File: src/rtl/pipeline_hazard_ctrl_if.sv
// Hazard controller handshake bundle.
// Pipeline status in, stage enables and counters out.
interface pipeline_hazard_ctrl_if #(
  parameter int CNT_W = 32
);
  logic             start_i;
  logic [4:0]       id_rs1_i;
  logic [4:0]       id_rs2_i;
  logic             id_rs1_used_i;
  logic             id_rs2_used_i;
  logic             idex_memread_i;
  logic [4:0]       idex_rd_i;
  logic             branch_taken_i;
  logic             exmem_memreq_i;
  logic             mem_ready_i;
  logic             pc_write_o;
  logic             ifid_write_o;
  logic             ifid_flush_o;
  logic             idex_bubble_o;
  logic             back_write_o;
  logic             stall_o;
  logic [CNT_W-1:0] stall_cnt_o;
  logic [CNT_W-1:0] flush_cnt_o;
  logic             err_o;

  modport master (
    output start_i, id_rs1_i, id_rs2_i,
    output id_rs1_used_i, id_rs2_used_i,
    output idex_memread_i, idex_rd_i,
    output branch_taken_i,
    output exmem_memreq_i, mem_ready_i,
    input  pc_write_o, ifid_write_o,
    input  ifid_flush_o, idex_bubble_o,
    input  back_write_o, stall_o,
    input  stall_cnt_o, flush_cnt_o, err_o
  );

  modport slave (
    input  start_i, id_rs1_i, id_rs2_i,
    input  id_rs1_used_i, id_rs2_used_i,
    input  idex_memread_i, idex_rd_i,
    input  branch_taken_i,
    input  exmem_memreq_i, mem_ready_i,
    output pc_write_o, ifid_write_o,
    output ifid_flush_o, idex_bubble_o,
    output back_write_o, stall_o,
    output stall_cnt_o, flush_cnt_o, err_o
  );
endinterface

File: src/rtl/pipeline_hazard_ctrl.sv
// Central stall/flush scheduler for the 5-stage pipeline.
// Load-use stall, branch flush, data-memory freeze.
module pipeline_hazard_ctrl #(
  parameter int CNT_W   = 32,
  parameter int TIMEOUT = 16
) (
  input  logic                  clk_i,
  input  logic                  rst_i,
  pipeline_hazard_ctrl_if.slave bus
);

  localparam int WW = $clog2(TIMEOUT + 1);

  typedef enum logic [1:0] {
    IDLE,
    RUN,
    MEM_WAIT
  } state_t;

  state_t           state, state_n;
  logic [WW-1:0]    wcnt, wcnt_n;
  logic             err, err_n;
  logic [CNT_W-1:0] scnt, fcnt;
  logic             s_inc, f_inc;
  logic             pc_w, ifid_w, ifid_f;
  logic             bubble, back_w, stall;
  logic             freeze, hit1, hit2, lu;

  assign freeze = bus.exmem_memreq_i
                & ~bus.mem_ready_i;
  assign hit1 = bus.id_rs1_used_i
              & (bus.id_rs1_i == bus.idex_rd_i);
  assign hit2 = bus.id_rs2_used_i
              & (bus.id_rs2_i == bus.idex_rd_i);
  // x0 is hard-wired zero, so a load into it never hazards
  assign lu = bus.idex_memread_i
            & (bus.idex_rd_i != 5'd0)
            & (hit1 | hit2);

  // State, wait counter and sticky error register
  always_ff @(posedge clk_i or posedge rst_i) begin
    if (rst_i) begin
      state <= IDLE;
      wcnt  <= '0;
      err   <= 1'b0;
    end else begin
      state <= state_n;
      wcnt  <= wcnt_n;
      err   <= err_n;
    end
  end

  // Saturating stall/flush counters
  always_ff @(posedge clk_i or posedge rst_i) begin
    if (rst_i) begin
      scnt <= '0;
      fcnt <= '0;
    end else begin
      if (s_inc && scnt != '1)
        scnt <= scnt + 1'b1;
      if (f_inc && fcnt != '1)
        fcnt <= fcnt + 1'b1;
    end
  end

  // Next state and stage enables
  always_comb begin
    state_n = state;
    wcnt_n  = wcnt;
    err_n   = err;
    s_inc   = 1'b0;
    f_inc   = 1'b0;
    pc_w    = 1'b0;
    ifid_w  = 1'b0;
    ifid_f  = 1'b0;
    bubble  = 1'b1;
    back_w  = 1'b1;
    stall   = 1'b0;
    unique case (state)
      IDLE: begin
        if (bus.start_i)
          state_n = RUN;
      end
      RUN: begin
        if (freeze) begin
          back_w  = 1'b0;
          bubble  = 1'b0;
          state_n = MEM_WAIT;
          wcnt_n  = WW'(1);
        end else begin
          if (lu) begin
            stall = 1'b1;
            s_inc = 1'b1;
          end else if (bus.branch_taken_i) begin
            pc_w   = 1'b1;
            ifid_w = 1'b1;
            ifid_f = 1'b1;
            bubble = 1'b0;
            f_inc  = 1'b1;
          end else begin
            pc_w   = 1'b1;
            ifid_w = 1'b1;
            bubble = 1'b0;
          end
          if (!bus.start_i)
            state_n = IDLE;
        end
      end
      MEM_WAIT: begin
        back_w = 1'b0;
        bubble = 1'b0;
        if (bus.mem_ready_i) begin
          state_n = RUN;
          wcnt_n  = '0;
        end else if (32'(wcnt) >= TIMEOUT - 1) begin
          err_n   = 1'b1;
          state_n = IDLE;
          wcnt_n  = '0;
        end else begin
          wcnt_n = wcnt + WW'(1);
        end
      end
      default: state_n = IDLE;
    endcase
  end

  assign bus.pc_write_o    = pc_w;
  assign bus.ifid_write_o  = ifid_w;
  assign bus.ifid_flush_o  = ifid_f;
  assign bus.idex_bubble_o = bubble;
  assign bus.back_write_o  = back_w;
  assign bus.stall_o       = stall;
  assign bus.stall_cnt_o   = scnt;
  assign bus.flush_cnt_o   = fcnt;
  assign bus.err_o         = err;

endmodule
File: src/flat_wrapper.sv
// flat-port wrapper written by rule: the top's interface ports become plain ports
module pipeline_hazard_ctrl_flat 
#(
  parameter int CNT_W   = 32,
  parameter int TIMEOUT = 16
)
  (clk_i, rst_i, bus_start_i, bus_id_rs1_i, bus_id_rs2_i, bus_id_rs1_used_i, bus_id_rs2_used_i, bus_idex_memread_i, bus_idex_rd_i, bus_branch_taken_i, bus_exmem_memreq_i, bus_mem_ready_i, bus_pc_write_o, bus_ifid_write_o, bus_ifid_flush_o, bus_idex_bubble_o, bus_back_write_o, bus_stall_o, bus_stall_cnt_o, bus_flush_cnt_o, bus_err_o);
  pipeline_hazard_ctrl_if #(.CNT_W(CNT_W)) bus_i ();
  input  logic clk_i;
  input  logic rst_i;
  input wire logic [$bits(bus_i.start_i)-1:0] bus_start_i;
  input wire logic [$bits(bus_i.id_rs1_i)-1:0] bus_id_rs1_i;
  input wire logic [$bits(bus_i.id_rs2_i)-1:0] bus_id_rs2_i;
  input wire logic [$bits(bus_i.id_rs1_used_i)-1:0] bus_id_rs1_used_i;
  input wire logic [$bits(bus_i.id_rs2_used_i)-1:0] bus_id_rs2_used_i;
  input wire logic [$bits(bus_i.idex_memread_i)-1:0] bus_idex_memread_i;
  input wire logic [$bits(bus_i.idex_rd_i)-1:0] bus_idex_rd_i;
  input wire logic [$bits(bus_i.branch_taken_i)-1:0] bus_branch_taken_i;
  input wire logic [$bits(bus_i.exmem_memreq_i)-1:0] bus_exmem_memreq_i;
  input wire logic [$bits(bus_i.mem_ready_i)-1:0] bus_mem_ready_i;
  output wire logic [$bits(bus_i.pc_write_o)-1:0] bus_pc_write_o;
  output wire logic [$bits(bus_i.ifid_write_o)-1:0] bus_ifid_write_o;
  output wire logic [$bits(bus_i.ifid_flush_o)-1:0] bus_ifid_flush_o;
  output wire logic [$bits(bus_i.idex_bubble_o)-1:0] bus_idex_bubble_o;
  output wire logic [$bits(bus_i.back_write_o)-1:0] bus_back_write_o;
  output wire logic [$bits(bus_i.stall_o)-1:0] bus_stall_o;
  output wire logic [$bits(bus_i.stall_cnt_o)-1:0] bus_stall_cnt_o;
  output wire logic [$bits(bus_i.flush_cnt_o)-1:0] bus_flush_cnt_o;
  output wire logic [$bits(bus_i.err_o)-1:0] bus_err_o;
  assign bus_i.start_i = bus_start_i;
  assign bus_i.id_rs1_i = bus_id_rs1_i;
  assign bus_i.id_rs2_i = bus_id_rs2_i;
  assign bus_i.id_rs1_used_i = bus_id_rs1_used_i;
  assign bus_i.id_rs2_used_i = bus_id_rs2_used_i;
  assign bus_i.idex_memread_i = bus_idex_memread_i;
  assign bus_i.idex_rd_i = bus_idex_rd_i;
  assign bus_i.branch_taken_i = bus_branch_taken_i;
  assign bus_i.exmem_memreq_i = bus_exmem_memreq_i;
  assign bus_i.mem_ready_i = bus_mem_ready_i;
  assign bus_pc_write_o = bus_i.pc_write_o;
  assign bus_ifid_write_o = bus_i.ifid_write_o;
  assign bus_ifid_flush_o = bus_i.ifid_flush_o;
  assign bus_idex_bubble_o = bus_i.idex_bubble_o;
  assign bus_back_write_o = bus_i.back_write_o;
  assign bus_stall_o = bus_i.stall_o;
  assign bus_stall_cnt_o = bus_i.stall_cnt_o;
  assign bus_flush_cnt_o = bus_i.flush_cnt_o;
  assign bus_err_o = bus_i.err_o;
  pipeline_hazard_ctrl #(.CNT_W(CNT_W), .TIMEOUT(TIMEOUT)) u_core (.clk_i(clk_i), .rst_i(rst_i), .bus(bus_i));
endmodule
File: config.mk
export PLATFORM = sky130hd
export DESIGN_NAME = pipeline_hazard_ctrl_flat
export DESIGN_NICKNAME = d
export VERILOG_FILES = /design/src/rtl/pipeline_hazard_ctrl_if.sv /design/src/rtl/pipeline_hazard_ctrl.sv /design/src/flat_wrapper.sv
export SDC_FILE = /design/constraint.sdc
export NUM_CORES = 1
export LEC_CHECK = 0
export ABC_AREA = 0
export CORE_ASPECT_RATIO = 0.6
export CORE_MARGIN = 4
export CORE_UTILIZATION = 49
export CTS_BUF_LIST = sky130_fd_sc_hd__clkbuf_16
export CTS_CLUSTER_DIAMETER = 100
export DETAILED_ROUTE_END_ITERATION = 16
export HOLD_SLACK_MARGIN = 0.1
export PLACE_DENSITY_LB_ADDON = 0.05
export SETUP_SLACK_MARGIN = 0.1
export SYNTH_ARGS = -nofsm -noshare
export SYNTH_HDL_FRONTEND = slang
export SYNTH_SLANG_ARGS = --single-unit
File: constraint.sdc
create_clock -name clk_i -period 3.4 [get_ports clk_i]
set_clock_uncertainty 0.15 [all_clocks]
set_input_delay 0.68 -clock clk_i [delete_from_list [all_inputs] [get_ports clk_i]]
set_output_delay 0.68 -clock clk_i [all_outputs]
set_load 0.01 [all_outputs]
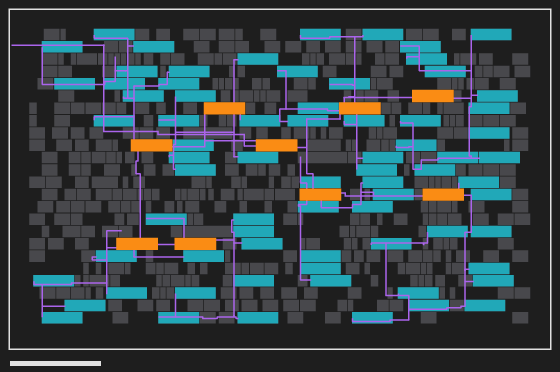
(clock distribution)
The bar under the picture is 20 um long.
legend:
  purple:
    item: clock wires
    length: 883 um
  cyan:
    item: flip-flops
    count: 72
  orange:
    item: clock-net drivers
    count: 9
routed clock nets: 10
flops lie: spread over the die
clock insertion delay at the later pin of the skew report: 320 ps
Clock Power: 0.00105 W
clock network fraction of design power: 0.458

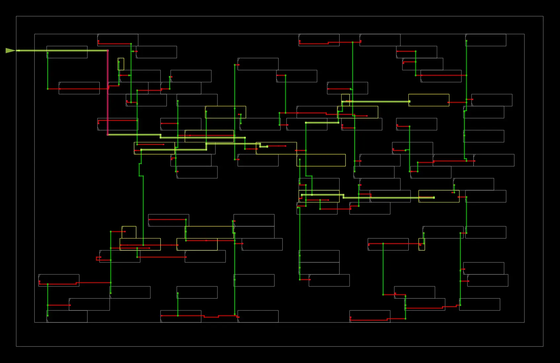
(clock nets)
total clock sinks: 72
clk_buf instances: 9
count of flip-flops and latches: 72
Inserted Clock Buffers: 9

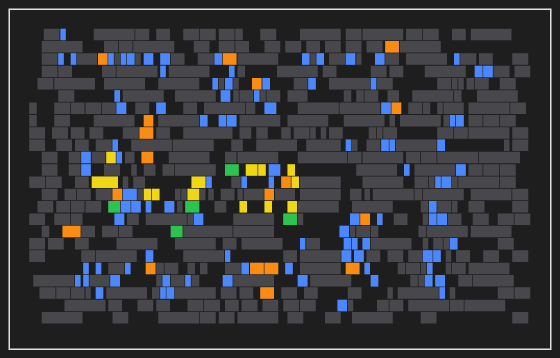
(logic cells by family)
legend:
  blue:
    family: nand cells
    cells: 97
    where: spread over the die
  yellow:
    family: aoi and oai cells
    cells: 13
    where: middle
  orange:
    family: and/or cells
    cells: 18
  green:
    family: non-inverting ao/oa cells
    cells: 5
filler-free cell count of the finished design: 584
commonest non-fill, non-tap cell in the layout: sky130_fd_sc_hd__clkdlybuf4s50_1

==> notes.md <==
Synthesis and PnR results.

- The run finished with clean final reports.
- In this build the clock could be raised as far as 312 MHz.
- The warning count from the yosys run is 0.
- Across all setup checks in the final design, the least slack found is 190 ps.
- The initial DRC count is 248.
- The number of flops mapped to enable cells by yosys is 0.
- The total overflow left after global routing is 0.
- The total power density per cell area reads 450 nW/um2.
- Setup repair after global routing left no endpoint under its margin.
- Post-route period utilization is reported as 0.944.
- The initial antenna violation count was 0.
- The start point of the critical path is bus_idex_rd_i[1].
- The number of nets with antenna violations after routing is 0.
- The critical path capture point is bus_ifid_flush_o.
- The logic gate fraction of the total cell area is 0.346.
- The setup slack at placement reads -230 ps.
- The clock-pin transition on the worst setup and hold timing paths reads 50 ps.
- The number of gates resized after CTS was 11.
- The category of the critical setup timing path reads input pin to primary output.
- The area share of and-or/or-and cells after synthesis is 0.0333.
- Detailed routing placed a total of 694 um of wire on met3.
- The largest vdd supply drop reads 314 uV.
- The critical path arrival reads 2380 ps.
- The die outline area reads 8920 um2.
- The clock tree from TritonCTS reads yes.
- The chip area line in the Yosys stat output reads 3640 um2.
- The number of tap cells added at floorplan reads 104.
- In the hold timing report, the worst path depth is 1.
- The share of synthesized registers carrying an async set or reset reads 1.00.
- The sequential area share after synthesis reads 0.495.
- The routed design uses 3.70 mm of met2 wire.
- The initialized floorplan defines 24 standard-cell rows.
- The filler cells instantiated in the layout total 550.
- The via count of the first global-routing pass is 2930.
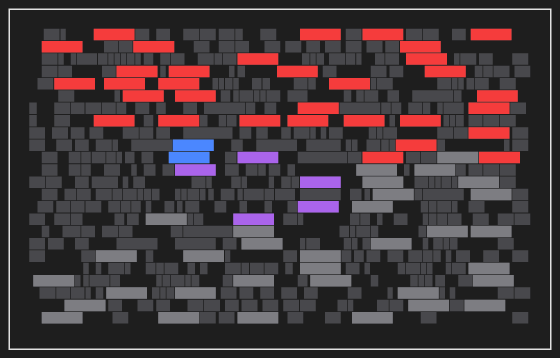
(register map, names as in the netlist)
legend:
  red:
    signal: `u_core.bus.flush_cnt_o`
    flops: 32
  blue:
    signal: `u_core.state`
    flops: 2
  purple:
    signal: `u_core.wcnt`
    flops: 5
    where: middle
not colored: 33
flip-flop and latch area: 1800 um2
final core utilization: 0.706
register fraction of the total cell area: 0.353

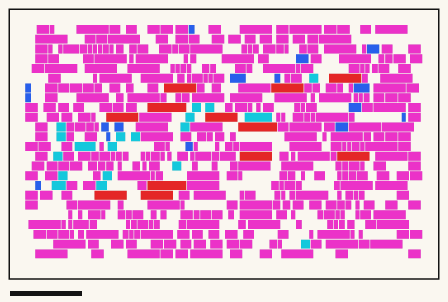
(cell sizes after repair)
The bar under the picture is 20 um long.
legend:
  red:
    size: x6 and larger
    cells: 12
    share: 2.5%
  cyan:
    size: x3 and x4
    cells: 19
    share: 4.0%
  blue:
    size: x2
    cells: 16
    share: 3.3%
  magenta:
    size: x1 and smaller
    cells: 433
    share: 90%

==> cell usage in the layout (no fill, tap or decap), types with 2 or more instances in the layout <==
master	instances
sky130_fd_sc_hd__nor4_1	3
sky130_fd_sc_hd__a21o_1	2
sky130_fd_sc_hd__a211o_1	2
sky130_fd_sc_hd__nand4_1	25
sky130_fd_sc_hd__inv_1	10
sky130_fd_sc_hd__inv_2	2
sky130_fd_sc_hd__o21ai_0	5
sky130_fd_sc_hd__nor2_2	2
sky130_fd_sc_hd__and2_1	2
sky130_fd_sc_hd__nand2_1	37
sky130_fd_sc_hd__nand3b_1	2
sky130_fd_sc_hd__clkbuf_2	3
sky130_fd_sc_hd__clkdlybuf4s50_1	89
sky130_fd_sc_hd__nand3_1	27
sky130_fd_sc_hd__and4_1	7
sky130_fd_sc_hd__clkbuf_16	9
sky130_fd_sc_hd__ha_1	4
sky130_fd_sc_hd__bufinv_16	3
sky130_fd_sc_hd__o22ai_1	2
sky130_fd_sc_hd__nor3_1	17
sky130_fd_sc_hd__a21oi_1	2
sky130_fd_sc_hd__nor3_2	4
sky130_fd_sc_hd__and3_1	6
sky130_fd_sc_hd__xnor2_1	36
sky130_fd_sc_hd__nor2_1	33
sky130_fd_sc_hd__xor2_1	35
sky130_fd_sc_hd__buf_4	15
sky130_fd_sc_hd__nor4_2	2
sky130_fd_sc_hd__dfrtp_1	72
sky130_fd_sc_hd__nand2b_1	5
==> metal layers <==
metal  global-route usage  up-vias
met1                0.311     1467
met5                    0        -
met2                0.296       96
met3               0.0766        4
li1                     -     1490
met4               0.0488        0
==> critical path: stages <==
cell and delay [ps]:
sky130_fd_sc_hd__clkdlybuf4s50_1 420, sky130_fd_sc_hd__or4_4 560, sky130_fd_sc_hd__o21ai_4 170, sky130_fd_sc_hd__inv_2 50
sky130_fd_sc_hd__and2_2 220, sky130_fd_sc_hd__nor2_2 140, sky130_fd_sc_hd__buf_2 150
==> logic make-up after synthesis <==
logic type,count (synthesis)
flip-flops,72
buffers and inverters,19
multiplexers,1
AND/OR/NAND/NOR,178
AND-OR/OR-AND,18
adder cells (fa/ha/maj),4
XOR/XNOR,71
==> report_power, final <==
part           leakage [nW]  internal, W  switching [W]
Clock                 0.168     0.000711       0.000342
Combinational          1.14     0.000153       0.000143
Sequential            0.970     0.000898      0.0000525
Total                  2.28      0.00176       0.000537
==> per-stage QoR <==
stage | TNS, ps | std cells | area, um2
floorplan | 0 | 363 | 3640
global placement | -656 | 568 | 4780
detailed placement | -778 | 568 | 4780
CTS | 0 | 584 | 5120
global route | 0 | 584 | 5110
finish | 0 | 584 | 5110
==> Yosys cell counts, drive strengths merged, types with 3 or more instances <==
cell type | count | area, um2
and4 | 7 | 61.3
nand2 | 37 | 139
inv | 11 | 41.3
nand2b | 5 | 31.3
nor4 | 6 | 65.1
dfrtp | 72 | 1800
nor2 | 35 | 131
and3 | 6 | 37.5
nand3 | 27 | 135
clkbuf | 3 | 11.3
nor3 | 21 | 125
ha | 4 | 50.1
xor2 | 35 | 307
o21ai | 6 | 33.8
xnor2 | 36 | 315
buf | 5 | 36.3
and2 | 3 | 18.8
nand4 | 25 | 156
Power figures rest on the tool's default switching activity, not on a simulated workload.
